Pin map:
Scale: 6 px per um. Pins as bars across the die edge, other pins in gray.
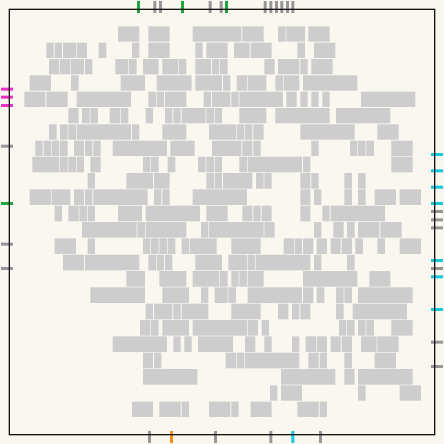
Cells colored by class:
Scale: 8 px per um.
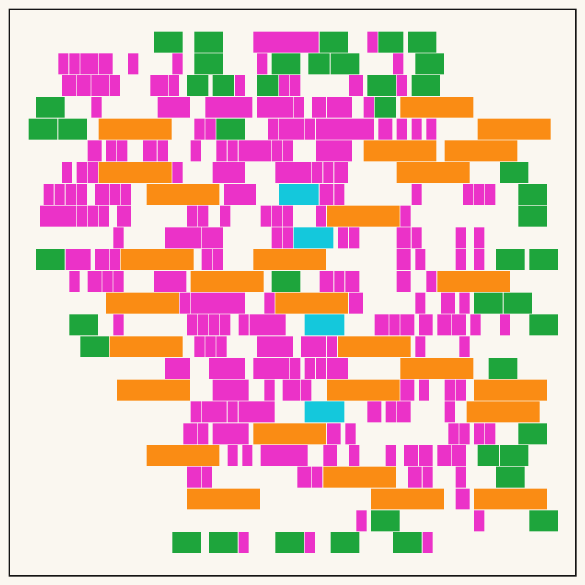
Clock routing:
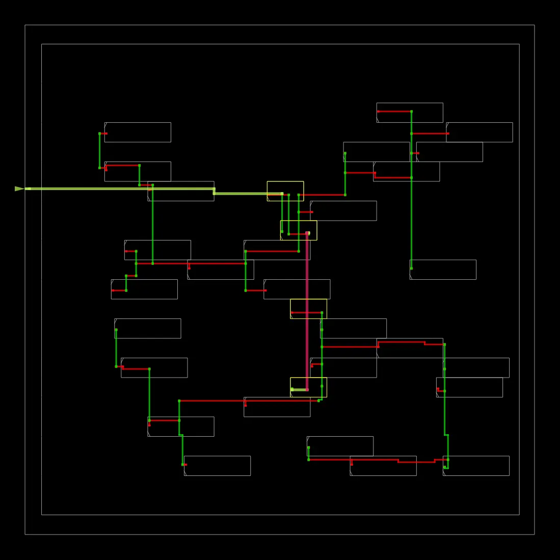
Wire density map:
Scale: 4 px per um. 14 x 14 tiles, from dark purple (low) to yellow (high), scaled to the fullest tile. Values are wire area over tile area, all layers added.
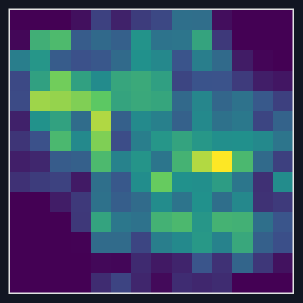
$ cat src/rtl/df_rd_ctrl.sv
// Read-domain controller of the dual-clock FIFO: pointer/level/flag logic, read
// sequencing into the 1-cycle-latency memory, and a 2-entry prefetch buffer.
module df_rd_ctrl #(
   parameter  int ADDR_WIDTH = 3,
   parameter  int DATA_WIDTH = 8,
   parameter  int AEMPTY_TH  = 2,
   localparam int PW         = ADDR_WIDTH + 1
) (
   input  logic                  clk,
   input  logic                  rst_n,
   input  logic [PW-1:0]         sync_wr_gray,
   output logic [PW-1:0]         rd_gray,
   output logic [ADDR_WIDTH-1:0] mem_raddr,
   output logic                  mem_ren,
   input  logic [DATA_WIDTH-1:0] mem_rdata,
   output logic [DATA_WIDTH-1:0] m_data,
   output logic                  m_valid,
   input  logic                  m_ready,
   output logic                  empty,
   output logic                  aempty,
   output logic [PW-1:0]         rd_level,
   output logic                  ptr_err
);

   localparam logic [PW-1:0] DEPTH = PW'(1 << ADDR_WIDTH);
   localparam logic [PW-1:0] AE_TH = PW'(AEMPTY_TH);

   function automatic logic [PW-1:0] gray2bin(input logic [PW-1:0] g);
      logic [PW-1:0] b;
      b[PW-1] = g[PW-1];
      for (int i = PW - 2; i >= 0; i--) b[i] = b[i+1] ^ g[i];
      return b;
   endfunction

   logic [PW-1:0]         rd_bin;
   logic [PW-1:0]         rd_bin_nxt;
   logic [PW-1:0]         wr_bin;
   logic [PW-1:0]         level;
   logic                  inflight;
   logic [1:0]            buf_cnt;
   logic [1:0]            occ;
   logic [DATA_WIDTH-1:0] tail;
   logic                  fifo_empty;
   logic                  pop;

   assign wr_bin     = gray2bin(sync_wr_gray);
   assign level      = wr_bin - rd_bin;
   assign rd_level   = level;
   assign fifo_empty = (sync_wr_gray == rd_gray);
   assign aempty     = (level <= AE_TH);
   assign pop        = m_valid & m_ready;
   assign occ        = buf_cnt + {1'b0, inflight};
   assign rd_bin_nxt = rd_bin + 1'b1;
   assign mem_raddr  = rd_bin[ADDR_WIDTH-1:0];
   assign empty      = fifo_empty & !inflight & (buf_cnt == 2'd0);

   // Gated by rst_n so the enable is quiet while reset is held, even if the
   // synchronized write pointer has not yet returned to zero.
   assign mem_ren = rst_n & !fifo_empty & ((occ < 2'd2) | ((occ == 2'd2) & pop));

   always_ff @(posedge clk or negedge rst_n) begin
      if (!rst_n) begin
         rd_bin   <= '0;
         rd_gray  <= '0;
         inflight <= 1'b0;
         buf_cnt  <= 2'd0;
         tail     <= '0;
         m_data   <= '0;
         m_valid  <= 1'b0;
         ptr_err  <= 1'b0;
      end else begin
         if (mem_ren) begin
            rd_bin  <= rd_bin_nxt;
            rd_gray <= rd_bin_nxt ^ (rd_bin_nxt >> 1);
         end
         inflight <= mem_ren;
         if (level > DEPTH) ptr_err <= 1'b1;

         // inflight marks the cycle mem_rdata is valid: that is the buffer push
         unique case ({inflight, pop})
            2'b10: begin
               if (buf_cnt == 2'd0) m_data <= mem_rdata;
               else                 tail   <= mem_rdata;
               buf_cnt <= buf_cnt + 2'd1;
               m_valid <= 1'b1;
            end
            2'b01: begin
               if (buf_cnt == 2'd2) m_data <= tail;
               buf_cnt <= buf_cnt - 2'd1;
               m_valid <= (buf_cnt == 2'd2);
            end
            2'b11: begin
               if (buf_cnt == 2'd1) begin
                  m_data <= mem_rdata;
               end else begin
                  m_data <= tail;
                  tail   <= mem_rdata;
               end
            end
            default: ;
         endcase
      end
   end

endmodule

$ cat config.mk
export PLATFORM = sky130hd
export DESIGN_NAME = df_rd_ctrl
export DESIGN_NICKNAME = d
export VERILOG_FILES = /design/src/rtl/df_rd_ctrl.sv
export SDC_FILE = /design/constraint.sdc
export NUM_CORES = 1
export LEC_CHECK = 0
export ABC_AREA = 1
export CAP_MARGIN = 30
export CORE_MARGIN = 2
export CORE_UTILIZATION = 40
export DETAILED_ROUTE_END_ITERATION = 6
export PLACE_DENSITY_LB_ADDON = 0.25
export SYNTH_ARGS = -nofsm -noshare
export SYNTH_HDL_FRONTEND = slang
export SYNTH_SLANG_ARGS = --single-unit
$ cat constraint.sdc
create_clock -name clk -period 4.2 [get_ports clk]
set_input_delay 0.84 -clock clk [delete_from_list [all_inputs] [get_ports clk]]
set_output_delay 0.84 -clock clk [all_outputs]
set_load 0.02 [all_outputs]
==> flow_summary_export.csv <==
group,metric,value,unit
yosys,synth.largest_area_cell,"dfrtp_1",
setup_path,cp-end-kind,"output port",
grt,busiest_layer,"met2",
sta,setup_ws,0.0929,ns
yosys,fp_nets,260,
clock_tree,cts_setup_buffers,0,
sta,max_freq,243,MHz
floorplan,die_area,4990,um2
final_layout,buffer_area_share,18.3,%
floorplan,io_pins,39,
grt,use_met3,3.28,%
power_and_ir_drop,vdd_drop_max,0.352,mV
clock_tree,cts_made_buffers,3,
grt,antenna_found_initial,0,
power_and_ir_drop,seqPwrFrac,28.5,%
final_layout,comb_area,923,um2
yosys,ff_type,"dfrtp_1",
power_and_ir_drop,totalPowerFinal,1760,uW
setup_path,crit_top_cell,"inv_1",
route,drtAntennaViolNets,0,
final_layout,nonClockInverterCount,40,
yosys,synth.cellmix.compoundShare,9.86,%
power_and_ir_drop,power_frac_clock,9.5,%
worst_hold_path,min_path_type,"reg -> reg",
outcome,status,"complete, no violations",
worst_hold_path,worstHoldStart,"ptr_err$_DFFE_PN0N_",
grt,grt_pass1_vias,1552,
final_layout,area_growth,30.5,%
sta,worst_pin_slew,0.563,ns
final_layout,dominant_cells,"logic gates",
yosys,synth-edff-count,0,
floorplan,die_w,70.6,um
sta,min_period,4.11,ns
route,wl_met1,1.76,mm
yosys,top_area_share,39.4,%
yosys,synth_cells,232,
final_layout,comb_area_share,39.8,%
setup_path,path_class,"in -> out",
final_layout,drive_gt1_share,8.99,%
power_and_ir_drop,power_density,760,nW/um2
final_layout,largest_registers,"m_data x8, tail x8, rd_gray x4",
route,wirelength,3.79,mm
yosys,topCellsByArea,"dfrtp_1 39%, nand2_1 17%, ha_1 8.5%",
sta,rsz0062_at_grt,"no",
final_layout,register_area,701,um2
clock_tree,cts_htree_levels,1,
sta,fin_tns_setup,0,ns
clock_tree,ctsResizeCount,1,
final_layout,num-fill-cells,423,
yosys,top_cells_by_count,"81 x nand2_1, 36 x inv_1, 28 x dfrtp_1",
power_and_ir_drop,p_int,948,uW
clock_tree,clk_pin_slew,0.09,ns
setup_path,reg2reg_to,"m_data[6]$_DFFE_PN0P_",
clock_tree,clockRootBuffer,"clkbuf_8",
power_and_ir_drop,p_leak,0.00122,uW
floorplan,taps,52,
yosys,ys_sh_xor,4.23,%
power_and_ir_drop,p_seq,502,uW
power_and_ir_drop,power-top-group,"combinational cells",
route,wl_met2,1.84,mm
setup_path,cp_cell_sequence,"clkdlybuf4s50_1, xnor2_2, xnor3_1, inv_1, ha_1, inv_1, fa_1, xnor2_1, buf_4, inv_1, clkdlybuf4s50_1",
route,wl_per_cell,11.5,um
clock_tree,cts_hold_buffers,0,
place,place_area,2260,um2
job,max_cap_viol_count,0,
yosys,synth-adder-area-share,9.58,%
yosys,yosysSeqAreaShare,39.4,%
route,drt_iter0_drc,110,
place,dp_hpwl,2.87,mm
floorplan,die_h,70.6,um
power_and_ir_drop,p_sw_share,46.2,%
setup_path,crit_fanout,2,
setup_path,worstPathRequired,3.36,ns
floorplan,core_area,4320,um2
final_layout,seq_area_share,30.2,%
yosys,ys_sh_mux,0,%
yosys,netlist-cell-type-count,25,
place,dp_slack,-0.0640,ns
grt,grt_overflow_total,0,
yosys,ys_cells,232,
job,tool_warnings,31,
route,wl_met3,163,um
yosys,ys_area,1780,um2
setup_path,worst-r2r-setup-slack,2.37,ns
## Picture notes: 'pin map'
m_data -> cyan  # pins 8, direction output, edge 7 right, 1 bottom
rd_gray -> green  # pins 4, direction output, edge 3 top, 1 left
m_ready -> orange  # pins 1, direction input, edge bottom
mem_raddr -> magenta  # pins 3, direction output, edge left
all pins by edge = 13 top, 13 right, 7 left, 6 bottom

## Picture notes: 'cells colored by class'
remaining logic cells -> magenta  # cells 202
remaining buffers and delay cells -> green  # cells 44
clock drivers and dummy loads -> cyan  # cells 4
sequential cells -> orange  # cells 28

## Picture notes: 'clock routing'
CTS Sinks: 28
clock buffers: 4
Clock Power: 168 uW
number of sequential cells: 28
Clock Latency Late Sink: 0.27 ns

## Picture notes: 'wire density map'
densest ninth of the die = middle
fullest tile = 0.38
emptiest ninth of the die = bottom left
nearly empty tiles = 17%

Power is estimated from default activity; no workload was simulated.
